Floorplan with the power grid:
Scale bar: 20 um. Pins as bars on the die edge.
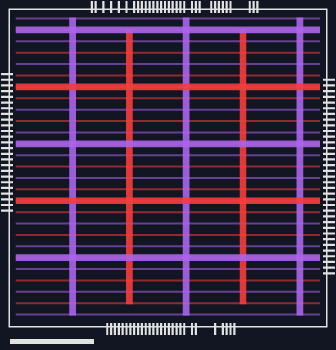
Cell classes on the final placement:
Fill, decap, tap and diode cells in gray.
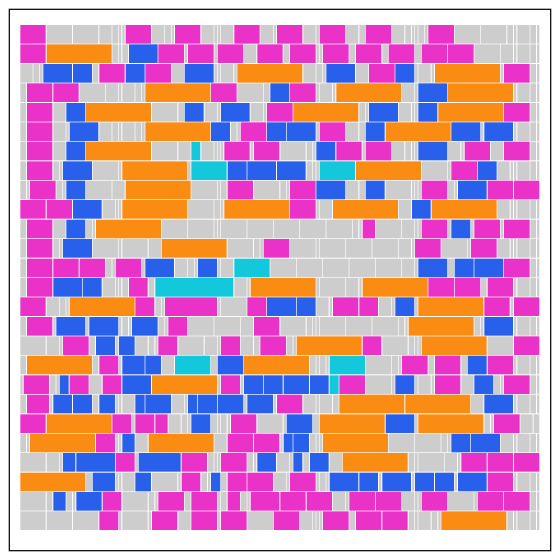
Clock network drawn from the DEF:
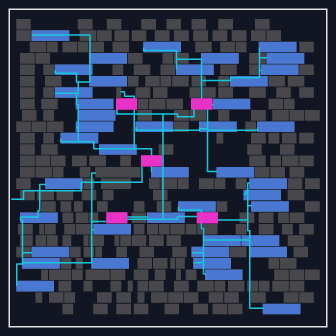
Routed metal, one color a layer:
Scale bar: 20 um. Only two layers are drawn.
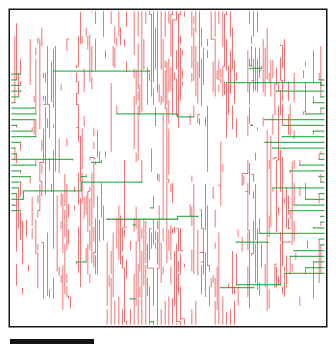
Clock routing:
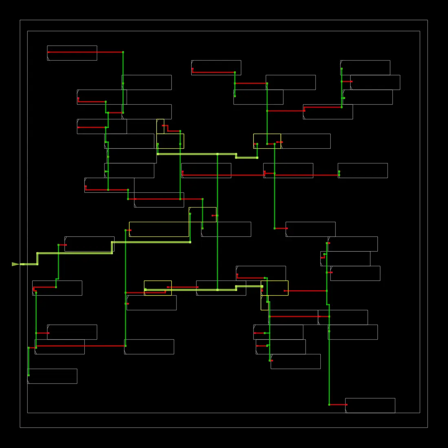
===== src/rtl/regfile_wb_arbiter.sv =====
// Write-back arbiter for the single register-file write port: grants the ALU
// path (A) or the load path (M) each cycle and registers the winning write.
module regfile_wb_arbiter #(
    parameter int unsigned STARVE_LIMIT = 3
) (
    input  logic        clk,
    input  logic        rst_n,
    input  logic        hold,
    input  logic        a_valid,
    input  logic [4:0]  a_addr,
    input  logic [31:0] a_data,
    output logic        a_ready,
    input  logic        m_valid,
    input  logic [4:0]  m_addr,
    input  logic [31:0] m_data,
    output logic        m_ready,
    output logic        write,
    output logic [4:0]  reg_write,
    output logic [31:0] wdata,
    output logic        a_starved
);

    localparam logic [3:0] LIMIT = 4'(STARVE_LIMIT);

    logic [3:0]  wait_cnt_q, wait_cnt_d;
    logic        write_q, write_d;
    logic [4:0]  reg_write_q, reg_write_d;
    logic [31:0] wdata_q, wdata_d;
    logic        a_grant, m_grant;

    assign a_starved = (wait_cnt_q == LIMIT);

    // Grants are gated by rst_n so nothing is accepted while reset is held.
    always_comb begin
        a_grant = rst_n && !hold && a_valid && (a_starved || !m_valid);
        m_grant = rst_n && !hold && m_valid && !a_grant;
    end

    assign a_ready = a_grant;
    assign m_ready = m_grant;

    always_comb begin
        // NOTE: every signal driven here gets a default first so no path
        // leaves it unassigned, which would infer a latch.
        write_d     = 1'b0;
        reg_write_d = reg_write_q;
        wdata_d     = wdata_q;
        wait_cnt_d  = wait_cnt_q;

        if (a_grant) begin
            write_d     = (a_addr != 5'd0);
            reg_write_d = a_addr;
            wdata_d     = a_data;
        end else if (m_grant) begin
            write_d     = (m_addr != 5'd0);
            reg_write_d = m_addr;
            wdata_d     = m_data;
        end

        // The counter freezes under hold because A is merely blocked, not losing.
        if (!a_valid || a_grant) begin
            wait_cnt_d = 4'd0;
        end else if (!hold && (wait_cnt_q < LIMIT)) begin
            wait_cnt_d = wait_cnt_q + 4'd1;
        end
    end

    always_ff @(posedge clk or negedge rst_n) begin
        if (!rst_n) begin
            write_q     <= 1'b0;
            reg_write_q <= 5'd0;
            wdata_q     <= 32'd0;
            wait_cnt_q  <= 4'd0;
        end else begin
            // NOTE: non-blocking assignments so every register samples the
            // pre-edge values, independent of statement order.
            write_q     <= write_d;
            reg_write_q <= reg_write_d;
            wdata_q     <= wdata_d;
            wait_cnt_q  <= wait_cnt_d;
        end
    end

    assign write     = write_q;
    assign reg_write = reg_write_q;
    assign wdata     = wdata_q;

endmodule


===== config.mk =====
export PLATFORM = sky130hd
export DESIGN_NAME = regfile_wb_arbiter
export DESIGN_NICKNAME = d
export VERILOG_FILES = /design/src/rtl/regfile_wb_arbiter.sv
export SDC_FILE = /design/constraint.sdc
export NUM_CORES = 1
export LEC_CHECK = 0
export ABC_CLOCK_PERIOD_IN_PS = 1960
export CAP_MARGIN = 15
export CORE_MARGIN = 1
export CORE_UTILIZATION = 37
export CTS_CLUSTER_SIZE = 8
export DETAILED_ROUTE_END_ITERATION = 10
export PLACE_DENSITY = 0.79
export SYNTH_ARGS = -nofsm -noshare
export SYNTH_HDL_FRONTEND = slang
export SYNTH_SLANG_ARGS = --single-unit

===== constraint.sdc =====
create_clock -name clk -period 1.96 [get_ports clk]
set_input_delay 0.49 -clock clk [delete_from_list [all_inputs] [get_ports clk]]
set_output_delay 0.49 -clock clk [all_outputs]
set_load 0.01 [all_outputs]

==> changes_impl.md <==
### Changed

- Top layer reached by signal wires: met4
- Final core occ: 67.7%
- Simple-gate area share of the yosys netlist: 5.39%
- Total of endpoints with negative setup slack in the final report: 1
- CP max stage delay: 400 ps
- Fin crit period: 1990 ps
- Clock Tree Root: sky130_fd_sc_hd__clkbuf_8
- Placed wire-length estimate after detailed placement: 4380 um
- CTS sink count: 42
- Achievable clock frequency: 0.502 GHz
- Clock tree from TritonCTS: built
- Data required time of the critical path: 1470 ps
- Aggregate global routing overflow: 0
- Worst setup endpoint: a_ready
- Run status: finished, violations left
- Startpoint of the most critical setup path: wait_cnt_q[1]$_DFFE_PN0P_
- Critical path capture point type: output port
- Part of the total power dissipated in the clock network: 25.7%
- Largest net degree at the start of global routing: 34
- Worst setup margin: -31.6 ps
- Number of slew-limit violations in the final report: 0
- Avg Inst Size Synth: 12.8 um2
- Number of buffers inserted to repair setup after CTS: 2
- RR Endpoint: wdata[1]$_DFFE_PN0P_
- Most instantiated cells after synthesis: 42 x sky130_fd_sc_hd__dfrtp_1, 32 x sky130_fd_sc_hd__o21bai_1, 29 x sky130_fd_sc_hd__o221a_1
- Power density over cell area: 746 nW/um2
- Max-cap violations: 0
- Critical path depth: 6
- Cell types occupying the most area after synthesis: sky130_fd_sc_hd__dfrtp_1 53%, sky130_fd_sc_hd__o221a_1 16%, sky130_fd_sc_hd__o21bai_1 12%
- Failing checks: negative setup slack
- Async set or reset register ratio after synthesis: 100%
- Number of CTS-inserted buffers: 5
- Worst clock skew: 5.39 ps
- Worst-Margin Slew: 523 ps
- Hold WC Path Type: primary input to async pin
- Cell type with the largest total area: sky130_fd_sc_hd__dfrtp_1
- Global routing met1 resource utilization: 27.3%
- Vias in the first global route: 1,951
- Design area: 3480 um2
- Initial antenna violation count: 0
- Relative slew margins: 64.8%
- Count of buffers inserted at the top-level ports: 119
- P&R area growth vs syn: 74.1%
- Logic gate share of total power: 33.2%
- Critical path start-end classification: register to output port
- Via total after detailed routing: 1,942
- Xor and xnor fraction of the mapped netlist area: 0.438%
- Clk slew on worst S/H paths: 70 ps
- Synthesized netlist net count: 236
- Total number of placement rows: 26
- Chip Area: 5700 um2
- Tool warning count: 28
- Inserted Diodes: 0
- Origin of the critical flop-to-flop path: wait_cnt_q[1]$_DFFE_PN0P_
- Internal power: 1.94 mW
- Comb pwr: 0.861 mW
- Cell with the most instances after synthesis: sky130_fd_sc_hd__dfrtp_1
- Avg Vias per Cell: 5.38
- Met2 routed WL: 3050 um
- Critical path peak fanout: 2
- Largest logic family: AND-OR/OR-AND gates
Back to the opening pictures, 'floorplan with the power grid':
- VDD: red
- VSS: purple
- met5 straps: 5
- met4 straps: 5
- met1 rails: 27
- rows: 26

Back to the opening pictures, 'cell classes on the final placement':
- all other logic: blue (cells 101)
- flip-flops: orange (cells 42)
- clock drivers and dummy loads: cyan (cells 8)
- other buffers and delay cells: magenta (cells 140)

Back to the opening pictures, 'clock network drawn from the DEF':
- cells driving clock nets: magenta (count 5)
- flip-flops: blue (count 42)
- clock wires: cyan (length 493 um)
- flops lie: widely spread
- routed clock nets: 6

Back to the opening pictures, 'routed metal, one color a layer':
- met3: green (wire length 423 um)
- met2: red (wire length 3,050 um)
final wirelength: 6010 um
All-Layer GR Usage: 21.9%
Routed WL per cell: 16.6 um

Back to the opening pictures, 'clock routing':
final sequential cell count: 42
tally of clock buffers in the finished layout: 7
clock insertion delay at the later pin of the skew report: 290 ps

[registers in the layout, summed over array words and instances (netlist names)]
name / cells
reg_write: 5
wdata: 32
write: 1
wait_cnt_q: 4
[area by class of cell]
class / count / area share [%]
repair buffers: 140 / 38.7
multi-input cells: 96 / 24.9
well taps: 70 / 2.52
clock buffers: 7 / 2.19
flip-flops and latches: 42 / 30.2
clock inverters: 1 / 0.863
inverters: 5 / 0.611
[metrics by stage]
stage	TNS, ps	hold WS, ps	std cells	power [mW]
2_1_floorplan	0	194	156	1.41
6_report	-31.6	158	361	2.60
4_1_cts	-13.9	154	360	2.62
3_3_place_gp	-2230	472	350	1.92
5_1_grt	-126	160	361	2.73
3_5_place_dp	-2730	464	350	1.94
Power and IR drop assume default switching activity.
